===== src/rtl/shift_ctrl_pkg.sv =====
// Shared definitions for the 74LS194-style shifter sequencer.
// Holds default widths, op encodings, FSM state enum, shifter mode constants
// and a helper that maps an op onto its shift direction.
package shift_ctrl_pkg;

  localparam int unsigned WIDTH_DEF   = 32;
  localparam int unsigned SHAMT_W_DEF = 5;

  // Operation encoding as seen on the op port
  typedef enum logic [1:0] {
    OP_SLL  = 2'b00,
    OP_SRL  = 2'b01,
    OP_SRA  = 2'b10,
    OP_ROTL = 2'b11
  } op_e;

  typedef enum logic [1:0] {
    ST_IDLE  = 2'b00,
    ST_LOAD  = 2'b01,
    ST_SHIFT = 2'b10,
    ST_DONE  = 2'b11
  } state_e;

  // Shifter {S1,S0} mode select
  localparam logic [1:0] MODE_HOLD = 2'b00;
  localparam logic [1:0] MODE_SHR  = 2'b01;
  localparam logic [1:0] MODE_SHL  = 2'b10;
  localparam logic [1:0] MODE_LOAD = 2'b11;

  // Left-going ops use SHL, right-going ops use SHR
  function automatic logic [1:0] shift_mode(input op_e op);
    return ((op == OP_SLL) || (op == OP_ROTL)) ? MODE_SHL : MODE_SHR;
  endfunction

endpackage


===== src/rtl/shift_cnt.sv =====
// Loadable down-counter with zero flag; holds at zero instead of wrapping.
// Ports:
//   clk, rst    : clock, synchronous active-high reset (clears count)
//   load_i      : load val_i (has priority over dec_i)
//   dec_i       : decrement by one when nonzero
//   val_i       : load value
//   cnt_o       : current count
//   zero_o      : count equals zero
module shift_cnt
  import shift_ctrl_pkg::*;
#(
  parameter int unsigned SHAMT_W = SHAMT_W_DEF
) (
  input  logic               clk,
  input  logic               rst,
  input  logic               load_i,
  input  logic               dec_i,
  input  logic [SHAMT_W-1:0] val_i,
  output logic [SHAMT_W-1:0] cnt_o,
  output logic               zero_o
);

  logic [SHAMT_W-1:0] cnt_q;
  logic [SHAMT_W-1:0] cnt_d;

  // Next count: load wins, decrement saturates at zero
  always_comb begin
    cnt_d = cnt_q;
    if (load_i) begin
      cnt_d = val_i;
    end else if (dec_i && (cnt_q != '0)) begin
      cnt_d = cnt_q - SHAMT_W'(1);
    end
  end

  always_ff @(posedge clk) begin
    if (rst) begin
      cnt_q <= '0;
    end else begin
      cnt_q <= cnt_d;
    end
  end

  assign cnt_o  = cnt_q;
  assign zero_o = (cnt_q == '0);

endmodule


===== src/rtl/shift_seq_ctrl.sv =====
// Sequencer that drives a 74LS194-style 32-bit shift register one bit per
// cycle to implement SLL/SRL/SRA/ROTL by 0..31.
// Sequence: IDLE -(start)-> LOAD -> SHIFT x shamt -> DONE -> IDLE.
// Ports:
//   clk, rst           : clock, synchronous active-high reset
//   start, op, shamt,
//   din                : request and operands, sampled only in IDLE
//   busy               : high in LOAD and SHIFT
//   done               : one-cycle pulse in DONE
//   result             : last completed result; updated on the edge that
//                        ends DONE (shifter is holding its final value then)
//   sh_s1, sh_s0       : shifter mode (00 hold, 01 right, 10 left, 11 load)
//   sh_sl, sh_sr       : serial-in at bit 0 / bit WIDTH-1
//   sh_clear           : shifter clear, follows rst
//   sh_pdata           : parallel-load data, zero outside LOAD
//   sh_q               : shifter contents
module shift_seq_ctrl
  import shift_ctrl_pkg::*;
#(
  parameter int unsigned WIDTH   = WIDTH_DEF,
  parameter int unsigned SHAMT_W = SHAMT_W_DEF
) (
  input  logic               clk,
  input  logic               rst,
  input  logic               start,
  input  logic [1:0]         op,
  input  logic [SHAMT_W-1:0] shamt,
  input  logic [WIDTH-1:0]   din,
  output logic               busy,
  output logic               done,
  output logic [WIDTH-1:0]   result,
  output logic               sh_s1,
  output logic               sh_s0,
  output logic               sh_sl,
  output logic               sh_sr,
  output logic               sh_clear,
  output logic [WIDTH-1:0]   sh_pdata,
  input  logic [WIDTH-1:0]   sh_q
);

  state_e             state_q;
  op_e                op_q;
  logic [1:0]         mode_q;
  logic               sl_fb_q;
  logic               sr_fb_q;
  logic               busy_q;
  logic               done_q;
  logic [WIDTH-1:0]   pdata_q;
  logic [WIDTH-1:0]   result_q;

  logic               cnt_load;
  logic               cnt_dec;
  logic               cnt_zero;
  logic [SHAMT_W-1:0] cnt;
  logic               last_shift;

  // Counter takes shamt together with the other operands, so in LOAD its
  // zero flag already says whether any shifting is needed.
  assign cnt_load   = (state_q == ST_IDLE) && start;
  assign cnt_dec    = (state_q == ST_SHIFT);
  assign last_shift = (cnt == SHAMT_W'(1));

  shift_cnt #(
    .SHAMT_W (SHAMT_W)
  ) u_cnt (
    .clk    (clk),
    .rst    (rst),
    .load_i (cnt_load),
    .dec_i  (cnt_dec),
    .val_i  (shamt),
    .cnt_o  (cnt),
    .zero_o (cnt_zero)
  );

  // FSM with outputs registered for the state being entered
  always_ff @(posedge clk) begin
    if (rst) begin
      state_q  <= ST_IDLE;
      op_q     <= OP_SLL;
      mode_q   <= MODE_HOLD;
      sl_fb_q  <= 1'b0;
      sr_fb_q  <= 1'b0;
      busy_q   <= 1'b0;
      done_q   <= 1'b0;
      pdata_q  <= '0;
      result_q <= '0;
    end else begin
      done_q <= 1'b0;
      case (state_q)
        ST_IDLE: begin
          if (start) begin
            state_q <= ST_LOAD;
            op_q    <= op_e'(op);
            pdata_q <= din;
            mode_q  <= MODE_LOAD;
            busy_q  <= 1'b1;
          end
        end
        ST_LOAD: begin
          pdata_q <= '0;
          if (cnt_zero) begin
            state_q <= ST_DONE;
            mode_q  <= MODE_HOLD;
            busy_q  <= 1'b0;
            done_q  <= 1'b1;
          end else begin
            state_q <= ST_SHIFT;
            mode_q  <= shift_mode(op_q);
            sl_fb_q <= (op_q == OP_ROTL);
            sr_fb_q <= (op_q == OP_SRA);
          end
        end
        ST_SHIFT: begin
          if (last_shift) begin
            state_q <= ST_DONE;
            mode_q  <= MODE_HOLD;
            sl_fb_q <= 1'b0;
            sr_fb_q <= 1'b0;
            busy_q  <= 1'b0;
            done_q  <= 1'b1;
          end
        end
        ST_DONE: begin
          state_q  <= ST_IDLE;
          result_q <= sh_q;
        end
        default: begin
          state_q <= ST_IDLE;
        end
      endcase
    end
  end

  // Serial-in must track the live MSB each shift, so only the enable is registered
  assign sh_sl    = sl_fb_q & sh_q[WIDTH-1];
  assign sh_sr    = sr_fb_q & sh_q[WIDTH-1];
  assign sh_s1    = mode_q[1];
  assign sh_s0    = mode_q[0];
  assign sh_pdata = pdata_q;
  assign sh_clear = rst;
  assign busy     = busy_q;
  assign done     = done_q;
  assign result   = result_q;

endmodule

===== config.mk =====
export PLATFORM = sky130hd
export DESIGN_NAME = shift_seq_ctrl
export DESIGN_NICKNAME = d
export VERILOG_FILES = /design/src/rtl/shift_ctrl_pkg.sv /design/src/rtl/shift_cnt.sv /design/src/rtl/shift_seq_ctrl.sv
export SDC_FILE = /design/constraint.sdc
export NUM_CORES = 1
export LEC_CHECK = 0
export CORE_MARGIN = 2
export CORE_UTILIZATION = 35
export CTS_CLUSTER_DIAMETER = 120
export DETAILED_ROUTE_END_ITERATION = 8
export DONT_BUFFER_PORTS = 1
export PLACE_DENSITY = 0.52
export SKIP_CTS_REPAIR_TIMING = 1
export SYNTH_ARGS = -nofsm -noshare
export SYNTH_HDL_FRONTEND = slang
export SYNTH_HIERARCHICAL = 1
export SYNTH_SLANG_ARGS = --single-unit

===== constraint.sdc =====
create_clock -name clk -period 2.3 [get_ports clk]
set_input_delay 0.575 -clock clk [delete_from_list [all_inputs] [get_ports clk]]
set_output_delay 0.575 -clock clk [all_outputs]
set_load 0.02 [all_outputs]

==> flow report <==
=======================================================================================
Result of the run                                                             completed
Syn avg cell area                                                              9.82 µm²
Highest cell delay on the worst timing path                                     0.60 ns
Count of cells along the worst register-to-register path                              8
Comb area share                                                                   41.1%
Proportion of synthesized area in mux cells                                       10.9%
GR met1 Demand/Resource                                                           16.4%
Count of non-CTS inverters in the layout                                             11
Highest routing layer actually used                                                met4
Fraction of registers with async set or reset after synthesis                        0%
Crit. End Element                                                             flip-flop
Startpoint of the lowest-slack hold path                                            rst
Type of origin of the critical path                                           flip-flop
Number of instances on the worst hold path                                            1
Adder-cell area share of the yosys netlist                                        3.62%
Number of inserted filler cells in the final layout                                 898
Register Area                                                                  1580 µm²
GRT Residual Overflow                                                                 0
Count of placed standard cells including taps                                       408
Met3 wire len                                                                    533 µm
FF-to-FF setup slack                                                            0.36 ns
Number of violations reported at the end of detailed-routing iteration 0            133
Fin Hold WS                                                                    0.300 ns
Maximum level of the CTS H-tree                                                       3
Hold Path End                                                              sh_pdata[26]$_SDFFE_PP0P_
Cells along the critical path                                              inv_1 > ha_1 > or4b_1 > inv_1 > nand2_1 > nand2_1 > nor4b_1 > a31o_2
Maximum clock insertion buffer count                                                  2
Max_cap viols                                                                         0
Final cell count without fillers                                                    423
Number of logic gates                                                               206
Number of global-route vias before repair                                          2225
Final nets                                                                          394
CP Class                                                                   flip-flop to flip-flop
Cell with the most instances after synthesis                               sky130_fd_sc_hd__dfxtp_1
Required time of the critical path                                              2.53 ns
Post-detailed-route via-to-cell ratio                                              5.24
Clk sink count                                                                       79
Number of non-clock buffers in the layout                                             4
Global router's overall resource usage                                            13.8%
Relative area of clock buffers and inverters in the final design                  6.12%
Leakage                                                                         1.24 nW
Yosys Instances                                                                     317
Top cells by area in the synthesized netlist                               sky130_fd_sc_hd__dfxtp_1 (51%), sky130_fd_sc_hd__mux2i_1 (11%), sky130_fd_sc_hd__nor2_1 (8.7%), sky130_fd_sc_hd__a22oi_1 (7.7%), sky130_fd_sc_hd__ha_1 (3.6%)
Relative max-transition margin                                                    64.6%
Horizontal extent of the die                                                    98.3 µm
GP Congestion                                                                     0.798
Tool warnings                                                                        32
Leading register cell type out of synthesis                                sky130_fd_sc_hd__dfxtp_1
Worst-skew pair later-pin latency                                               0.34 ns
Clock buffers created by TritonCTS                                                    9
=======================================================================================
[flip-flops by register name, summed over array words and instances (netlist names)]
name / count
op_q: 2
done: 1
result: 32
mode_q: 2
busy: 1
state_q: 2
sr_fb_q: 1
u_cnt/cnt_o: 5
sh_pdata: 32
sl_fb_q: 1
[stage by stage]
step / total power, W / setup WS [ns] / area (µm²)
final: 0.00442 / 0.362 / 3410
after global routing: 0.00472 / 0.158 / 3410
after CTS: 0.00449 / 0.345 / 3410
after detailed placement: 0.00336 / 0.369 / 3200
after global placement: 0.00334 / 0.393 / 3200
after floorplan: 0.00311 / 0.472 / 3110
[where the power goes]
part	switching, W	leakage, nW	internal [W]
logic	0.000748	0.490	0.000540
clock network	0.000495	0.103	0.000608
registers	0.000420	0.643	0.00161
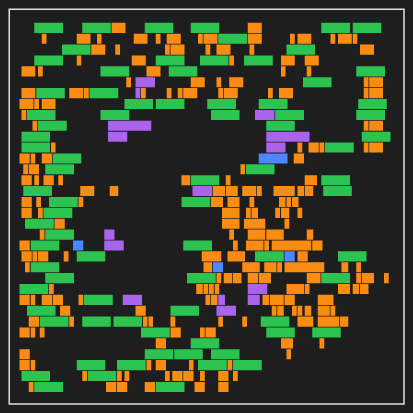
*Cell classes on the final placement*
Drawn at 4 px/µm.
| colour | class | cells | share of their area |
|---|---|---|---|
| blue | remaining buffers and delay cells | 4 | 1.3% |
| purple | clock drivers and dummy loads | 15 | 6.4% |
| orange | remaining logic cells | 217 | 44% |
| green | registers | 79 | 48% |

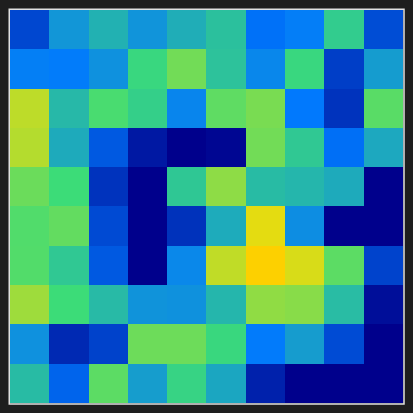
*Local utilization*
Drawn at 4 px/µm. The die is cut into 10 by 10 equal tiles; dark blue is low, red is high, 0 to 100% covered.
nearly empty tiles: 12%
fullest tile: 76%
emptiest ninth of the die: south-east
tiles over 75% full: 1.0%

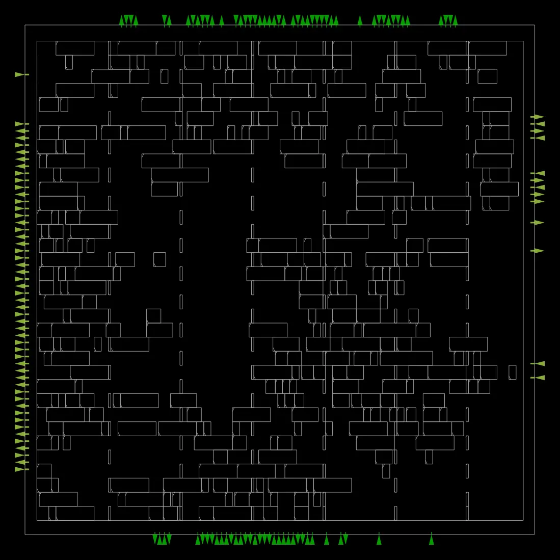
*Cell placement*
number of well taps: 108
final design utilization: 39.3%
number of rows created at floorplan: 34

Power is estimated from default activity; no workload was simulated.
